### Routed metal, one color a layer, run 1

Bar = 20 µm.
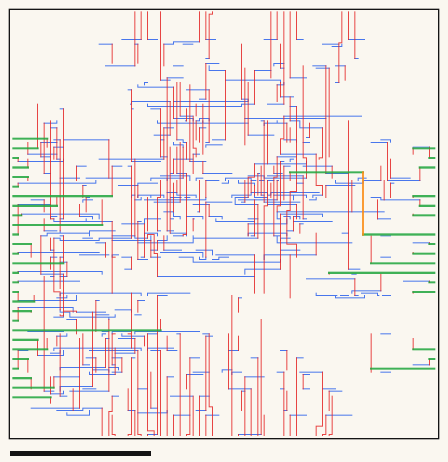
### Cells by drive strength, run 1

Bar = 20 µm.
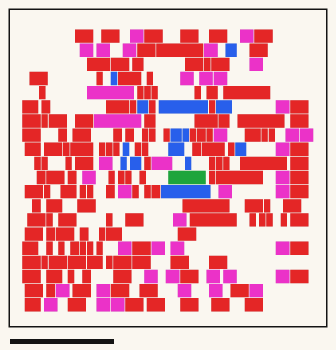
### Ports around the boundary, run 1

Bar = 20 µm. Pins as bars across the die edge, other pins in gray.
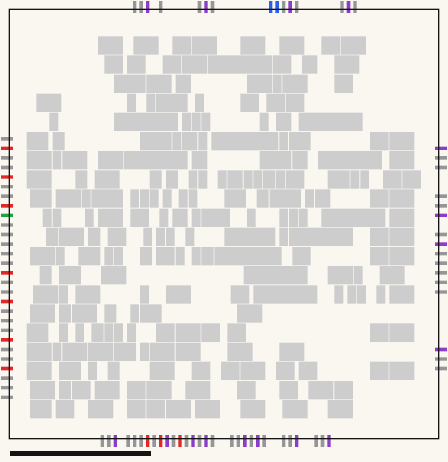
### Placement view, run 1

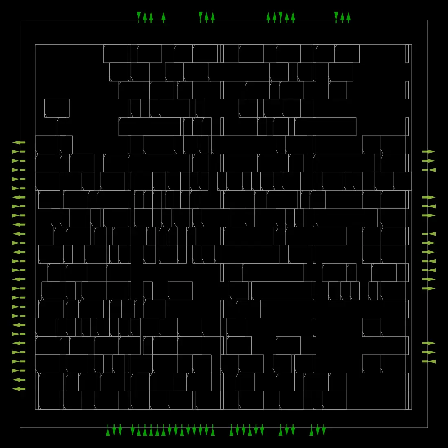
===== src/rtl/char_mem_arbiter.sv =====
// Round-robin, burst-bounded arbiter sharing one synchronous-read
// character memory between the transform fetch and the beacon reader.
module char_mem_arbiter #(
  parameter int ADDR_W      = 10,
  parameter int DATA_W      = 16,
  parameter int MEM_LATENCY = 1,
  parameter int MAX_BURST   = 8
) (
  input  logic              clk,
  input  logic              rst,
  input  logic              r0_req,
  input  logic [ADDR_W-1:0] r0_addr,
  output logic              r0_gnt,
  output logic              r0_rvalid,
  output logic [DATA_W-1:0] r0_rdata,
  input  logic              r1_req,
  input  logic [ADDR_W-1:0] r1_addr,
  output logic              r1_gnt,
  output logic              r1_rvalid,
  output logic [DATA_W-1:0] r1_rdata,
  output logic [ADDR_W-1:0] mem_addr,
  input  logic [DATA_W-1:0] mem_dout,
  output logic [1:0]        owner
);

  localparam int CW = $clog2(MAX_BURST + 1);

  typedef enum logic [1:0] {
    IDLE   = 2'b00,
    GRANT0 = 2'b01,
    GRANT1 = 2'b10
  } state_t;

  state_t                 state_q, state_d;
  logic [CW-1:0]          cnt_q, cnt_d;
  logic                   last_q, last_d;
  logic [MEM_LATENCY-1:0] vld_q, vld_d;
  logic [MEM_LATENCY-1:0] id_q, id_d;
  logic                   acc;
  logic                   cur;
  logic                   cur_req;
  logic                   oth_req;
  logic                   done;

  always_comb begin
    state_d  = state_q;
    cnt_d    = cnt_q;
    last_d   = last_q;
    acc      = 1'b0;
    done     = 1'b0;
    mem_addr = '0;
    cur      = (state_q == GRANT1);
    cur_req  = cur ? r1_req : r0_req;
    oth_req  = cur ? r0_req : r1_req;
    unique case (state_q)
      IDLE: begin
        if (r0_req && r1_req)
          state_d = last_q ? GRANT0 : GRANT1;
        else if (r0_req)
          state_d = GRANT0;
        else if (r1_req)
          state_d = GRANT1;
      end
      GRANT0, GRANT1: begin
        mem_addr = cur ? r1_addr : r0_addr;
        acc      = cur_req;
        done     = !cur_req || (cnt_q == CW'(MAX_BURST - 1));
        cnt_d    = cnt_q + CW'(acc);
        // Re-arbitrate in the same cycle so ownership hands over bubble-free
        if (done) begin
          last_d = cur;
          cnt_d  = '0;
          if (oth_req)
            state_d = cur ? GRANT0 : GRANT1;
          else if (!cur_req)
            state_d = IDLE;
        end
      end
      default: state_d = IDLE;
    endcase
    vld_d    = vld_q << 1;
    vld_d[0] = acc;
    id_d     = id_q << 1;
    id_d[0]  = cur;
  end

  always_ff @(posedge clk or posedge rst) begin
    if (rst) begin
      state_q <= IDLE;
      cnt_q   <= '0;
      last_q  <= 1'b1;
      vld_q   <= '0;
      id_q    <= '0;
    end else begin
      state_q <= state_d;
      cnt_q   <= cnt_d;
      last_q  <= last_d;
      vld_q   <= vld_d;
      id_q    <= id_d;
    end
  end

  assign r0_gnt    = (state_q == GRANT0);
  assign r1_gnt    = (state_q == GRANT1);
  assign owner     = state_q;
  assign r0_rvalid = vld_q[MEM_LATENCY-1] & ~id_q[MEM_LATENCY-1];
  assign r1_rvalid = vld_q[MEM_LATENCY-1] &  id_q[MEM_LATENCY-1];
  assign r0_rdata  = mem_dout;
  assign r1_rdata  = mem_dout;

endmodule


===== config.mk =====
export PLATFORM = sky130hd
export DESIGN_NAME = char_mem_arbiter
export DESIGN_NICKNAME = d
export VERILOG_FILES = /design/src/rtl/char_mem_arbiter.sv
export SDC_FILE = /design/constraint.sdc
export NUM_CORES = 1
export LEC_CHECK = 0
export ABC_AREA = 1
export CAP_MARGIN = 10
export CORE_MARGIN = 2
export CORE_UTILIZATION = 31
export CTS_CLUSTER_SIZE = 28
export DETAILED_ROUTE_END_ITERATION = 10
export GPL_TIMING_DRIVEN = 0
export PLACE_DENSITY = 0.83
export SLEW_MARGIN = 5
export SYNTH_ARGS = -nofsm -noshare
export SYNTH_HDL_FRONTEND = slang
export SYNTH_SLANG_ARGS = --single-unit

===== constraint.sdc =====
create_clock -name clk -period 2.55 [get_ports clk]
set_clock_uncertainty 0.15 [all_clocks]
set_input_delay 0.51 -clock clk [delete_from_list [all_inputs] [get_ports clk]]
set_output_delay 0.51 -clock clk [all_outputs]
set_load 0.01 [all_outputs]

==> PnR_summary.wiki, run 1 <==
== Implementation results ==
{| class="wikitable"
! Metric !! Value
|-
| Total Negative Setup Slacks || 0 ns
|-
| Hold Crit Class || reg -> reg
|-
| Final count of hold timing violations || 0
|-
| Status || finished clean
|-
| Residual DRC || 0
|-
| Number of clock sinks || 9
|-
| WL met1 || 1048 µm
|-
| Seq/Total Area, Yosys || 22.65%
|-
| Number of synthesized flops with an enable pin || 0
|-
| Number of I/O pins || 88
|-
| Most Used Layer, Global Route || met2
|-
| Share of flip-flops with an asynchronous set or reset || 100.0%
|-
| Met2 usage in global routing || 26.57%
|-
| Clock slew at the register clock pins of the worst setup and hold paths || 0.06 ns
|-
| Number of nets with antenna violations after detailed routing || 0
|-
| Summed instance area of the synthesized netlist || 999.7 µm²
|-
| Mean number of vias per cell || 4.095
|-
| Violation tally from detailed-route iteration zero || 13
|-
| Syn. warnings || 0
|-
| Worst-case register-to-register setup slack || 0.58 ns
|-
| Routed wire length on met3 || 190 µm
|-
| Total power of the final layout || 1.381 mW
|-
| Post-route worst hold slack || about 0.34 ns
|-
| Crit end category || output port
|-
| Crit-path slowest cell || sky130_fd_sc_hd__dfrtp_1
|-
| Remaining global-route overflow || 0
|-
| Final critical path time including I/O delays and setup || 2.313 ns
|-
| Launch instance of the worst min-delay path || last_q
|-
| Uppermost routed layer || met4
|-
| Post-synthesis cell count || 145
|-
| Tally of max-capacitance violations || 0
|-
| Slew Limit Headroom || between 70% and 80%
|-
| Yosys simple share || 28.91%
|-
| Final net count || ~270
|-
| Type of element launching the critical path || register
|-
| Syn avg cell area || 6.895 µm²
|-
| Placed Cells || 260
|}
Back to the opening pictures, 'Routed metal, one color a layer':
[orange] met4 | wire length: 8.80 µm
[blue] met1 | wire length: 1050 µm
[red] met2 | wire length: 1280 µm
[green] met3 | wire length: 191 µm
aggregate global-route resource usage: 14.80%
wire length per cell after detailed routing: 9.583 µm
total wire length: 2530 µm
number of vias after detailed routing: 1081

Back to the opening pictures, 'Cells by drive strength':
[blue] drive 2 | cells: 14 | share: 6.4%
[magenta] drive 3 to 4 | cells: 42 | share: 19%
[green] drive 6 and up | cells: 1 | share: 0.45%
[red] drive 1 or less | cells: 163 | share: 74%
fin area: 1824 µm²
Layout area overhead: 82.48%

Back to the opening pictures, 'Ports around the boundary':
[purple] r0_rdata | pins: 16 | direction: output | edge: 8 south, 4 north, 4 east
[blue] owner | pins: 2 | direction: output | edge: north
[red] r1_addr | pins: 10 | direction: input | edge: 7 west, 3 south
[green] r1_req | pins: 1 | direction: input | edge: west
all pins by edge: 29 south, 28 west, 16 east, 15 north
count of port buffers added during placement: 71
vertical die size: 60.79 µm
Die Wd: 60.79 µm

Back to the opening pictures, 'Placement view':
final core utilization: 59.75%
Cell Count, Final, Fillers Out: 264
core area: 3053 µm²

==> run 1: area by class of cell <==
class	count	area (µm²)
Fill cell	318	1229
Clock buffer	4	26.28
Timing Repair Buffer	73	716.9
Multi-Input combinational cell	84	483.0
Sequential cell	9	227.7
Tap cell	44	55.05
Inverter	17	67.56
Buffer	33	247.7
==> run 1: placed cells by master (no fill, tap or decap), drive strengths merged, types with 3 or more instances in the layout <==
cell type,synthesis,final
ha,7,7
nor2,24,24
dfrtp,8,8
dlygate4sd2,0,9
nand4,3,3
o21ai,12,12
clkbuf,3,5
inv,17,16
buf,32,34
clkdlybuf4s50,0,61
nand2,30,30
nand3,5,5
==> run 1: critical path, delay by kind of cell, from the launching register on <==
kind | cells | cell delay (ns)
buffers and inverters | 3 | 0.60
adder cells (fa/ha/maj) | 1 | 0.19
flip-flops | 1 | 0.40
AND/OR/NAND/NOR | 2 | 0.21
==> run 1: report_power, final <==
part	internal (mW)	switching, mW	leakage, nW	total [mW]
combinational	0.495	0.534	0.784	1.03
sequential	0.199	0.0451	0.115	0.244
clock	0.0602	0.0488	0.0150	0.109
==> run 1: how the worst max path moves through the flow <==
stage	start	end	cells after the start
after floorplan	owner[0]	mem_addr[0]	6
after global placement	owner[0]	mem_addr[7]	6
after detailed placement	owner[1]	mem_addr[0]	6
after CTS	owner[0]	mem_addr[8]	6
after global routing	owner[0]	mem_addr[6]	6
final	owner[0]	mem_addr[0]	6
==> run 1: repair_timing <==
action	in CTS	in global routing
hold buffers	0	0
setup endpoints to repair	10	1
gates resized	18	1
buffers inserted	2	0
cloned	0	0
pin swaps	1	0
==> run 1: flip-flops by register name, summed over array words and instances, names as in the netlist <==
signal	cells
id_q	1
owner	2
cnt_q	4
vld_q	1
last_q	1
==> run 2, diff against run 1 <==
- GPL_TIMING_DRIVEN: 0 -> unset
- MAX_ROUTING_LAYER: unset -> met4
- SLEW_MARGIN: 5 -> unset
==> run 2 against run 1 <==
Total power shrank 5.0%. Count of clock-buffer cells in the layout did not move. Setup slack worse by 0.029 ns. Critical endpoint is now r1_gnt. Non-clock buffer count fell by 63. Combinational power shrank 6%. Global-route usage down 2.6 points.
==> PnR_summary.wiki, run 2 <==
== Implementation results ==
{| class="wikitable"
! Metric !! Value
|-
| Status || finished clean
|-
| Core area || 3053 µm²
|-
| Largest register by flop count || cnt_q
|-
| Number of vias after detailed routing || 858
|-
| Count of buffering cells on the critical path with inverters included || 3
|-
| Tally of max-capacitance violations || 0
|-
| Summed instance area of the synthesized netlist || 999.7 µm²
|-
| Crit end category || output port
|-
| P per Cell Area || 1020 nW/µm²
|-
| Crit-path slowest cell || sky130_fd_sc_hd__clkdlybuf4s50_1
|-
| Number of clock sinks || 9
|-
| Count of port buffers added during placement || 39
|-
| Share of flip-flops with an asynchronous set or reset || 100.0%
|-
| Number of post-CTS setup repair buffers || 0
|-
| CTS Buffer Depth || 2
|-
| Final net count || roughly 210
|-
| Total power of the final layout || 1.312 mW
|-
| Type of element launching the critical path || register
|-
| Clock slew at the register clock pins of the worst setup and hold paths || 0.07 ns
|-
| Hold Crit Class || reg -> reg
|-
| Family of cells with the greatest summed delay on the critical path || buffers and inverters
|-
| Largest type area fraction || 24.03%
|-
| Yosys simple share || 28.91%
|-
| Leading cell type in the layout, fill and taps excluded || sky130_fd_sc_hd__clkdlybuf4s50_1
|-
| Placed Cells || 197
|-
| Adder Area Share || 8.761%
|-
| Cell Count, Final, Fillers Out || about 200
|-
| Residual DRC || 0
|-
| Final critical path time including I/O delays and setup || about 2.3 ns
|-
| Syn avg cell area || about 6.9 µm²
|-
| Syn. warnings || 0
|-
| Die Wd || 60.79 µm
|-
| Clock root buffer || sky130_fd_sc_hd__clkbuf_4
|-
| Crit-path max FO || 13
|-
| Final Max-Slew Violation Tally || 0
|-
| Post-synthesis cell count || around 150
|-
| Fin area || about 1300 µm²
|-
| Mean number of vias per cell || about 4.3
|-
| Number of nets with antenna violations after detailed routing || 0
|-
| Number of I/O pins || roughly 88
|-
| Remaining global-route overflow || 0
|-
| Post-synth mux share || 0%
|-
| Layout area overhead || 28.66%
|}
## run 2: final timing paths
kind / to / cells past startpoint / slack [ns] / from
min: last_q / 2 / 0.34 / last_q
max reg2reg: cnt_q[2] / 11 / 0.60 / owner[0]
min in group asynchronous: cnt_q[0] / 2 / 0.35 / rst
min reg2reg: last_q / 2 / 0.34 / last_q
max in group asynchronous: last_q / 2 / 1.60 / rst
max: r1_gnt / 4 / 0.21 / owner[0]
## run 2: per-layer routing
metal / track usage (%) / share of wire (%) / wire (µm)
met1: 15.17 / 46 / 902
met3: 4.691 / 8.6 / 169
met4: 4.658 / 1.7 / 34
met5: - / 0 / 0
met2: 17.82 / 44 / 853
## run 2: per-stage QoR
stage                     setup WS, ns  hold WS (ns)
after floorplan                 0.4637        0.1872
after global placement          0.2082        0.3294
after detailed placement        0.1910        0.3341
after CTS                     0.007484        0.3454
after global routing            0.1530        0.3640
final                           0.2078        0.3387
## run 2: final cells by class
cell class | count | area (µm²)
flip-flops and latches | 9 | 226.5
inverters | 17 | 63.81
clock buffers | 4 | 26.28
fillers | 320 | 1767
repair buffers | 43 | 441.7
well taps | 44 | 55.05
multi-input cells | 84 | 473.0
## run 2: what timing repair did
| item | 4_1_cts | 5_1_grt |
|---|---|---|
| setup endpoints to repair | 10 | 8 |
| resized | 8 | 8 |
| hold buffers | 0 | 0 |
## run 2: kinds of logic after synthesis
| group | count (synthesis) |
|---|---|
| simple gates | 63 |
| fa+ha+maj | 7 |
| flops | 9 |
| xor+xnor | 1 |
| buf+inv | 52 |
| compound gates | 13 |
## run 2: where the power goes
part | internal [mW] | total, mW | leakage [nW] | switching (mW)
Sequential | 0.197 | 0.231 | 0.116 | 0.0341
Clock | 0.0605 | 0.117 | 0.0150 | 0.0565
Combinational | 0.455 | 0.964 | 0.590 | 0.509
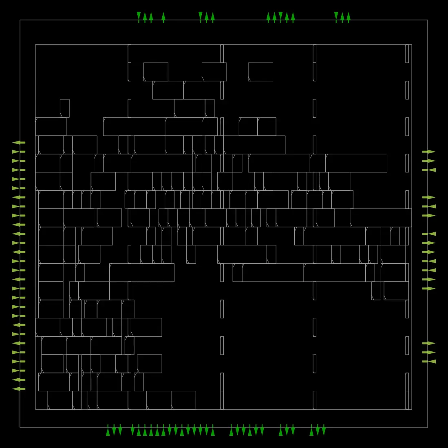
*Placement view, run 2*
final core utilization: 42.13%
tap cells: 44

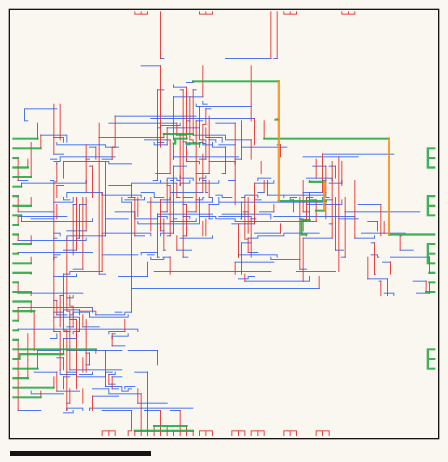
*Routed metal, one color a layer, run 2*
Bar = 20 µm.
[orange] met4 | wire length: 34.7 µm
[blue] met1 | wire length: 903 µm
[red] met2 | wire length: 853 µm
[green] met3 | wire length: 170 µm
wire length per cell after detailed routing: 9.751 µm
aggregate global-route resource usage: 12.21%

Power figures rest on the tool's default switching activity, not on a simulated workload.
